$ cat src/rtl/mult_div_if.sv
// Core-side handshake and Hi/Lo read port of the iterative multiply/divide unit.
interface mult_div_if #(parameter int WIDTH = 32);
  logic             start;
  logic             is_mult;
  logic             is_unsigned;
  logic [WIDTH-1:0] a;
  logic [WIDTH-1:0] b;
  logic             rd_en;
  logic             rd_is_hi;
  logic [WIDTH-1:0] rd_data;
  logic             busy;
  logic             done;
  logic             div_by_zero;

  modport master (
    output start, is_mult, is_unsigned, a, b, rd_en, rd_is_hi,
    input  rd_data, busy, done, div_by_zero
  );

  modport slave (
    input  start, is_mult, is_unsigned, a, b, rd_en, rd_is_hi,
    output rd_data, busy, done, div_by_zero
  );
endinterface

$ cat src/rtl/mult_div_unit.sv
// Iterative MULT/MULTU/DIV/DIVU unit with Hi/Lo registers: one bit per cycle,
// shift-add multiply or restoring divide on operand magnitudes, sign fix-up at the end.
module mult_div_unit #(
  parameter int WIDTH = 32
) (
  input logic      clk,
  input logic      rst_n,
  mult_div_if.slave bus
);
  localparam int CW = $clog2(WIDTH);

  typedef enum logic [1:0] {IDLE, CALC, FIN} state_t;
  state_t state, state_nxt;

  logic [WIDTH-1:0]   hi, lo, opnd_b, a_orig;
  logic [2*WIDTH-1:0] acc;
  logic [CW-1:0]      cnt;
  logic               op_mult, neg_res, neg_rem, b_zero, done_r, dbz_r;

  logic               a_neg, b_neg;
  logic [WIDTH-1:0]   a_mag, b_mag;
  logic [WIDTH:0]     mul_sum, rem_sh, diff;
  logic [2*WIDTH-1:0] mul_nxt, div_nxt, prod;
  logic [WIDTH-1:0]   quo_raw, rem_raw, quo, rem;

  always_comb begin
    a_neg = !bus.is_unsigned && bus.a[WIDTH-1];
    b_neg = !bus.is_unsigned && bus.b[WIDTH-1];
    a_mag = a_neg ? -bus.a : bus.a;
    b_mag = b_neg ? -bus.b : bus.b;

    // Multiply: acc = {partial product, remaining multiplier}; carry re-enters at the top.
    mul_sum = {1'b0, acc[2*WIDTH-1:WIDTH]} + {1'b0, opnd_b};
    mul_nxt = acc[0] ? {mul_sum, acc[WIDTH-1:1]} : {1'b0, acc[2*WIDTH-1:1]};

    // Divide: acc = {remainder, dividend/quotient}; shifted remainder needs WIDTH+1 bits.
    rem_sh  = acc[2*WIDTH-1:WIDTH-1];
    diff    = rem_sh - {1'b0, opnd_b};
    div_nxt = diff[WIDTH] ? {rem_sh[WIDTH-1:0], acc[WIDTH-2:0], 1'b0}
                          : {diff[WIDTH-1:0],   acc[WIDTH-2:0], 1'b1};

    prod    = neg_res ? -acc : acc;
    quo_raw = acc[WIDTH-1:0];
    rem_raw = acc[2*WIDTH-1:WIDTH];
    quo     = neg_res ? -quo_raw : quo_raw;
    rem     = neg_rem ? -rem_raw : rem_raw;
  end

  always_comb begin
    state_nxt = state;
    case (state)
      IDLE:    if (bus.start) state_nxt = CALC;
      CALC:    if (cnt == CW'(WIDTH - 1)) state_nxt = FIN;
      FIN:     state_nxt = IDLE;
      default: state_nxt = IDLE;
    endcase
  end

  always_ff @(posedge clk or negedge rst_n) begin
    if (!rst_n) state <= IDLE;
    else        state <= state_nxt;
  end

  always_ff @(posedge clk or negedge rst_n) begin
    if (!rst_n) begin
      hi      <= '0;
      lo      <= '0;
      opnd_b  <= '0;
      a_orig  <= '0;
      acc     <= '0;
      cnt     <= '0;
      op_mult <= 1'b0;
      neg_res <= 1'b0;
      neg_rem <= 1'b0;
      b_zero  <= 1'b0;
      done_r  <= 1'b0;
      dbz_r   <= 1'b0;
    end else begin
      done_r <= 1'b0;
      dbz_r  <= 1'b0;
      case (state)
        IDLE: if (bus.start) begin
          acc     <= {{WIDTH{1'b0}}, a_mag};
          opnd_b  <= b_mag;
          a_orig  <= bus.a;
          op_mult <= bus.is_mult;
          neg_res <= a_neg ^ b_neg;
          neg_rem <= a_neg;
          b_zero  <= (bus.b == '0);
          cnt     <= '0;
        end
        CALC: begin
          acc <= op_mult ? mul_nxt : div_nxt;
          cnt <= cnt + 1'b1;
        end
        FIN: begin
          done_r <= 1'b1;
          if (op_mult) begin
            {hi, lo} <= prod;
          end else if (b_zero) begin
            lo    <= '1;
            hi    <= a_orig;
            dbz_r <= 1'b1;
          end else begin
            lo <= quo;
            hi <= rem;
          end
        end
        default: ;
      endcase
    end
  end

  assign bus.busy        = (state != IDLE);
  assign bus.done        = done_r;
  assign bus.div_by_zero = dbz_r;
  assign bus.rd_data     = bus.rd_en ? (bus.rd_is_hi ? hi : lo) : '0;
endmodule
$ cat src/flat_wrapper.sv
// flat-port wrapper written by rule: the top's interface ports become plain ports
module mult_div_unit_flat 
#(
  parameter int WIDTH = 32
)
  (clk, rst_n, bus_start, bus_is_mult, bus_is_unsigned, bus_a, bus_b, bus_rd_en, bus_rd_is_hi, bus_rd_data, bus_busy, bus_done, bus_div_by_zero);
  mult_div_if #(.WIDTH(WIDTH)) bus_i ();
  input logic clk;
  input logic rst_n;
  input wire logic [$bits(bus_i.start)-1:0] bus_start;
  input wire logic [$bits(bus_i.is_mult)-1:0] bus_is_mult;
  input wire logic [$bits(bus_i.is_unsigned)-1:0] bus_is_unsigned;
  input wire logic [$bits(bus_i.a)-1:0] bus_a;
  input wire logic [$bits(bus_i.b)-1:0] bus_b;
  input wire logic [$bits(bus_i.rd_en)-1:0] bus_rd_en;
  input wire logic [$bits(bus_i.rd_is_hi)-1:0] bus_rd_is_hi;
  output wire logic [$bits(bus_i.rd_data)-1:0] bus_rd_data;
  output wire logic [$bits(bus_i.busy)-1:0] bus_busy;
  output wire logic [$bits(bus_i.done)-1:0] bus_done;
  output wire logic [$bits(bus_i.div_by_zero)-1:0] bus_div_by_zero;
  assign bus_i.start = bus_start;
  assign bus_i.is_mult = bus_is_mult;
  assign bus_i.is_unsigned = bus_is_unsigned;
  assign bus_i.a = bus_a;
  assign bus_i.b = bus_b;
  assign bus_i.rd_en = bus_rd_en;
  assign bus_i.rd_is_hi = bus_rd_is_hi;
  assign bus_rd_data = bus_i.rd_data;
  assign bus_busy = bus_i.busy;
  assign bus_done = bus_i.done;
  assign bus_div_by_zero = bus_i.div_by_zero;
  mult_div_unit #(.WIDTH(WIDTH)) u_core (.clk(clk), .rst_n(rst_n), .bus(bus_i));
endmodule
$ cat config.mk
export PLATFORM = sky130hd
export DESIGN_NAME = mult_div_unit_flat
export DESIGN_NICKNAME = d
export VERILOG_FILES = /design/src/rtl/mult_div_if.sv /design/src/rtl/mult_div_unit.sv /design/src/flat_wrapper.sv
export SDC_FILE = /design/constraint.sdc
export NUM_CORES = 1
export LEC_CHECK = 0
export CAP_MARGIN = 20
export CORE_ASPECT_RATIO = 0.5
export CORE_UTILIZATION = 61
export CTS_CLUSTER_DIAMETER = 120
export DETAILED_ROUTE_END_ITERATION = 16
export GPL_ROUTABILITY_DRIVEN = 1
export HOLD_SLACK_MARGIN = 0.02
export PLACE_DENSITY = 0.82
export RECOVER_POWER = 50
export SLEW_MARGIN = 20
export SYNTH_ARGS = -nofsm -noshare
export SYNTH_HDL_FRONTEND = slang
export SYNTH_SLANG_ARGS = --single-unit
$ cat constraint.sdc
create_clock -name clk -period 4.1 [get_ports clk]
set_clock_uncertainty 0.1 [all_clocks]
set_input_delay 0.41 -clock clk [delete_from_list [all_inputs] [get_ports clk]]
set_output_delay 0.41 -clock clk [all_outputs]
set_load 0.02 [all_outputs]
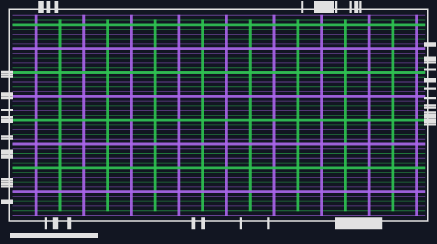
run_1/pdn.png
Bar = 50 um. Pins as bars on the die edge.
color	net
green	VDD
purple	VSS
met1 rails	43
met5 straps	8
met4 straps	17
rows	42
Peak VDD IR: 538.0 uV
core box area: 26910 um2
die height: 120.0 um
die width: 237.9 um

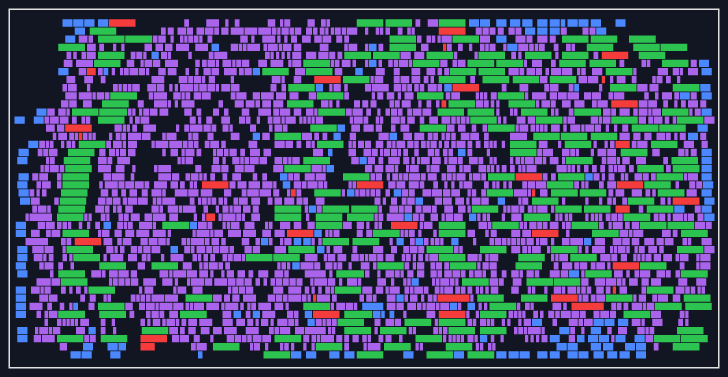
run_1/cell_classes.png
color	class	cells	share of their area
red	clock drivers and dummy loads	36	3.6%
purple	all other logic	1796	61%
green	flops	205	28%
blue	other buffers and delay cells	164	8.0%
design area: 19050 um2
fin util: 70.79%
sequential share of cell area: 26.95%
FP Rows: 42

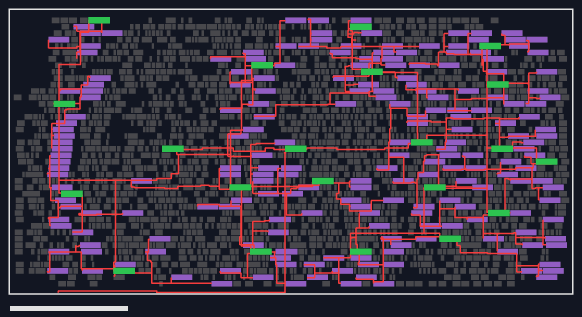
run_1/clock_map.png
Bar = 50 um.
[green] cells driving clock nets | count: 21
[red] clock wires | length: 2960 um
[purple] flip-flops | count: 205
routed clock nets	22
flops lie	spread over the die

==> CHANGELOG.md, run 1 <==
### Physical design

* Status: finished, violations left
* Failing checks: max-capacitance violations, max-slew violations
* FA/HA/MAJ Cells, Area Fraction at 5.394%
* Area fraction in compound gates at 23.24%
* Final Cycle Share at ~90%
* FILL cells at 2223
* DR iter-0 viols at roughly 2.3k
* Avg Vias per Cell at 6.481
* Yosys top cell by area: dfrtp_1
* Final min period at about 3.8 ns
* Worst Setup SP: u_core.acc[31]$_DFFE_PN0P_
* Clk root buf: clkbuf_16
* Synth async-reset ratio at 100.0%
* Vias in the first global route at 15.12k
* CP max-delay cell: dfrtp_1
* PortBufs at roughly 110
* Latency at later pin at about 0.54 ns
* Comb/total area at a little under 60%
* Gr ovfl total at 0
* I/O pin count at roughly 110
* Total wire length at about 54000 um
* Register share after synthesis at 30.21%
* Total negative slack at 0 ns
* Crit end category: register
* EDFF count, synth at 0
* Most frequent cell after synthesis: nand2_1
* Non-CTS inverters at around 66
* Max_cap viols at 3
* Slew Viols, Final at between 200 and 250
* Delay-heaviest family, CP: AND-OR/OR-AND gates
* Worst slew margin at -94.42%
[run 1: state kept, by name, indices dropped and copies added (netlist names), 2 cells and up]
register	flops
u_core.a_orig	32
u_core.acc	64
u_core.cnt	5
u_core.hi	32
u_core.opnd_b	32
u_core.state	2
u_core.lo	32
[run 1: layer usage]
metal,wire [um],part of all wire [%],vias up
met1,22800,42,7804
met2,21950,41,983
met3,7027,13,151
met4,1926,3.6,0
li1,-,-,7750
met5,0,0,-
[run 1: report_power, final]
| group | switching (mW) | internal (mW) | total [mW] |
|---|---|---|---|
| clock | 0.878 | 1.13 | 2.01 |
| sequential | 1.15 | 2.79 | 3.93 |
| combinational | 6.67 | 4.47 | 11.1 |
| total | 8.69 | 8.38 | 17.1 |
[run 1: through the flow]
step                area [um2]  power [mW]  std cells  util (%)  setup slack [ns]
detailed placement       18410       14.67       2538     68.41            0.3290
CTS                      19090       16.71       2575     70.96            0.2992
floorplan                16980       11.61       2153         -            0.8745
finish                   19050       17.08       2575     70.79            0.3184
global route             19050       18.21       2575     70.79            0.1089
global placement         18410       14.48       2538     68.41            0.4349
[run 1: timing repair]
action,in CTS,in global routing
setup buffers,0,0
gates resized,0,1
hold endpoints to repair,106,0
hold buffers,1,0
setup endpoints to repair,0,1
[run 1: path summary, 6_finish.rpt]
check                                               end  slack, ns  depth (start not counted)
setup / recovery             u_core.acc[63]$_DFFE_PN0P_       0.32                         13
hold / removal               u_core.op_mult$_DFFE_PN0P_       0.37                          3
setup reg to reg             u_core.acc[63]$_DFFE_PN0P_       0.32                         13
hold reg to reg            u_core.a_orig[0]$_DFFE_PN0P_       0.38                          2
max in group asynchronous      u_core.hi[4]$_DFFE_PN0P_       0.71                          3
min in group asynchronous  u_core.opnd_b[4]$_DFFE_PN0P_       1.20                          2
## Run 2: what changed since run 1
MAX_ROUTING_LAYER = met4   (was default)
==> CHANGELOG.md, run 2 <==
### Physical design

* Top Metal Used: met4 (unchanged)
* Leak Pwr at 7.952 nW (was 7.904 nW)
* M3 GR Usage at 10.51% (was 8.765%)
* Status: finished, violations left (unchanged)
* DR WL met3 at 7095 um (was 7027 um)
* Yosys top cell by area: dfrtp_1 (unchanged)
* Worst Hold Class: input pin to async pin (was input pin to register)
* Tally of OpenROAD warnings at 28 (unchanged)
* DR iter-0 viols at 2013 (was 2278)
* Peak VDD IR at 625.9 uV (was 538.0 uV)
* EDFF count, synth at 0 (unchanged)
* Worst slew margin at -63.62% (was -94.42%)
* Slew Viols, Final at 277 (was 234)
* Max_cap viols at 5 (was 3)
* FILL cells at 2225 (was 2223)
* Placed Instances at 2541 (was 2538)
* Failing checks: max-capacitance violations, max-slew violations (unchanged)
* Final min period at 3.668 ns (was 3.782 ns)
* Final setup vio count at 0 (unchanged)
* Final Cycle Share at 89.47% (was 92.23%)
* Routed met1 length at 23010 um (was 22800 um)
* Final non-filler cell total at 2584 (was 2575)
* Largest register by flop count: u_core.acc (unchanged)
* Worst Setup SP: u_core.state[1]$_DFFE_PN0P_ (was u_core.acc[31]$_DFFE_PN0P_)
* Wire length on met2 at 23290 um (was 21950 um)
* Slew @ Worst Pin at 2.454 ns (was 2.916 ns)
* Latency at later pin at 0.53 ns (was 0.54 ns)
* Die width at 237.9 um (unchanged)
* Total wire length at 55250 um (was 53710 um)
* FP Rows at 42 (unchanged)
* Post-CTS sizing at 0 (unchanged)
* Worst setup path endpoint: u_core.acc[1]$_DFFE_PN0P_ (was u_core.acc[63]$_DFFE_PN0P_)
* Clk root buf: clkbuf_16 (unchanged)
* Clock Pin Slew Worst Setup and Hold Paths at 0.07 ns (about the same)
* Worst reg2reg path depth at 6 (was 13)
* PortBufs at 105 (unchanged)
* Crit end category: register (unchanged)
* Worst reg2reg path endpoint: u_core.acc[1]$_DFFE_PN0P_ (was u_core.acc[63]$_DFFE_PN0P_)
* Gr ovfl total at 0 (unchanged)
* Register share after synthesis at 30.21% (unchanged)
* Total negative slack at 0 ns (unchanged)
* I/O pin count at 106 (unchanged)
* Avg Vias per Cell at 6.536 (was 6.481)
* Die height at 120.0 um (unchanged)
* Reg2Reg Setup Slack at 0.43 ns (was 0.32 ns)
* Vias in the first global route at 15.72k (was 15.12k)
[run 2: critical path, stage by stage, from the launching register on]
cell,delay (ns)
dfrtp_1,0.43
nor2_1,0.29
and2_0,0.61
clkbuf_2,1.39
o211ai_1,0.31
o211ai_1,0.20
o21ai_0,0.14
[run 2: cell type report]
type                            count  area share, %
Multi-Input combinational cell   1730          57.63
Sequential cell                   205          26.78
Timing Repair Buffer              170          8.042
Clock buffer                       25          2.872
Tap cell                          374          2.441
Inverter                           66          1.292
Clock inverter                     13         0.9334
Antenna cell                        1        0.01305
[run 2: what timing repair did]
action | in CTS | in global routing
hold endpoints to repair | 57 | 0
hold buffers | 1 | 0
setup buffers | 0 | 3
endpoints found under the setup margin | 0 | 2
[run 2: logic make-up after synthesis]
logic type | Yosys count | share of synthesized area, %
AND-OR/OR-AND | 623 | 23.24
flip-flops | 205 | 30.21
XOR/XNOR | 183 | 9.440
AND/OR/NAND/NOR | 753 | 20.96
multiplexers | 99 | 5.858
adder cells (fa/ha/maj) | 72 | 5.394
buffers and inverters | 218 | 4.900
[run 2: through the flow]
stage / total power, mW / instance area (um2) / setup WS (ns) / utilization, % / hold WS [ns]
after floorplan: 11.61 / 16980 / 0.8745 / - / 0.01441
after detailed placement: 14.83 / 18450 / 0.2852 / 68.55 / 0.3353
after CTS: 16.98 / 19180 / 0.2703 / 71.30 / 0.3537
final: 17.48 / 19170 / 0.4318 / 71.24 / 0.3366
after global routing: 18.61 / 19170 / 0.1851 / 71.24 / 0.3904
after global placement: 14.60 / 18450 / 0.3877 / 68.55 / 0.3265
[run 2: power breakdown]
group	internal (mW)	total, mW	switching, mW
Combinational	4.63	11.4	6.81
Clock	1.22	2.11	0.891
Sequential	2.78	3.94	1.15
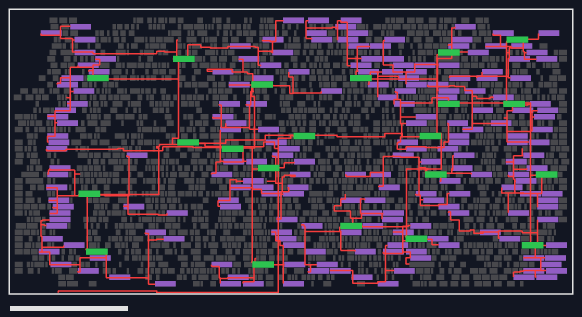
run_2/clock_map.png
Bar = 50 um.
[red] clock wires | length: 2920 um
[purple] flip-flops | count: 205
[green] cells driving clock nets | count: 21
flops lie	spread over the die

No activity file was given, so power comes from the tool's default toggle rates.
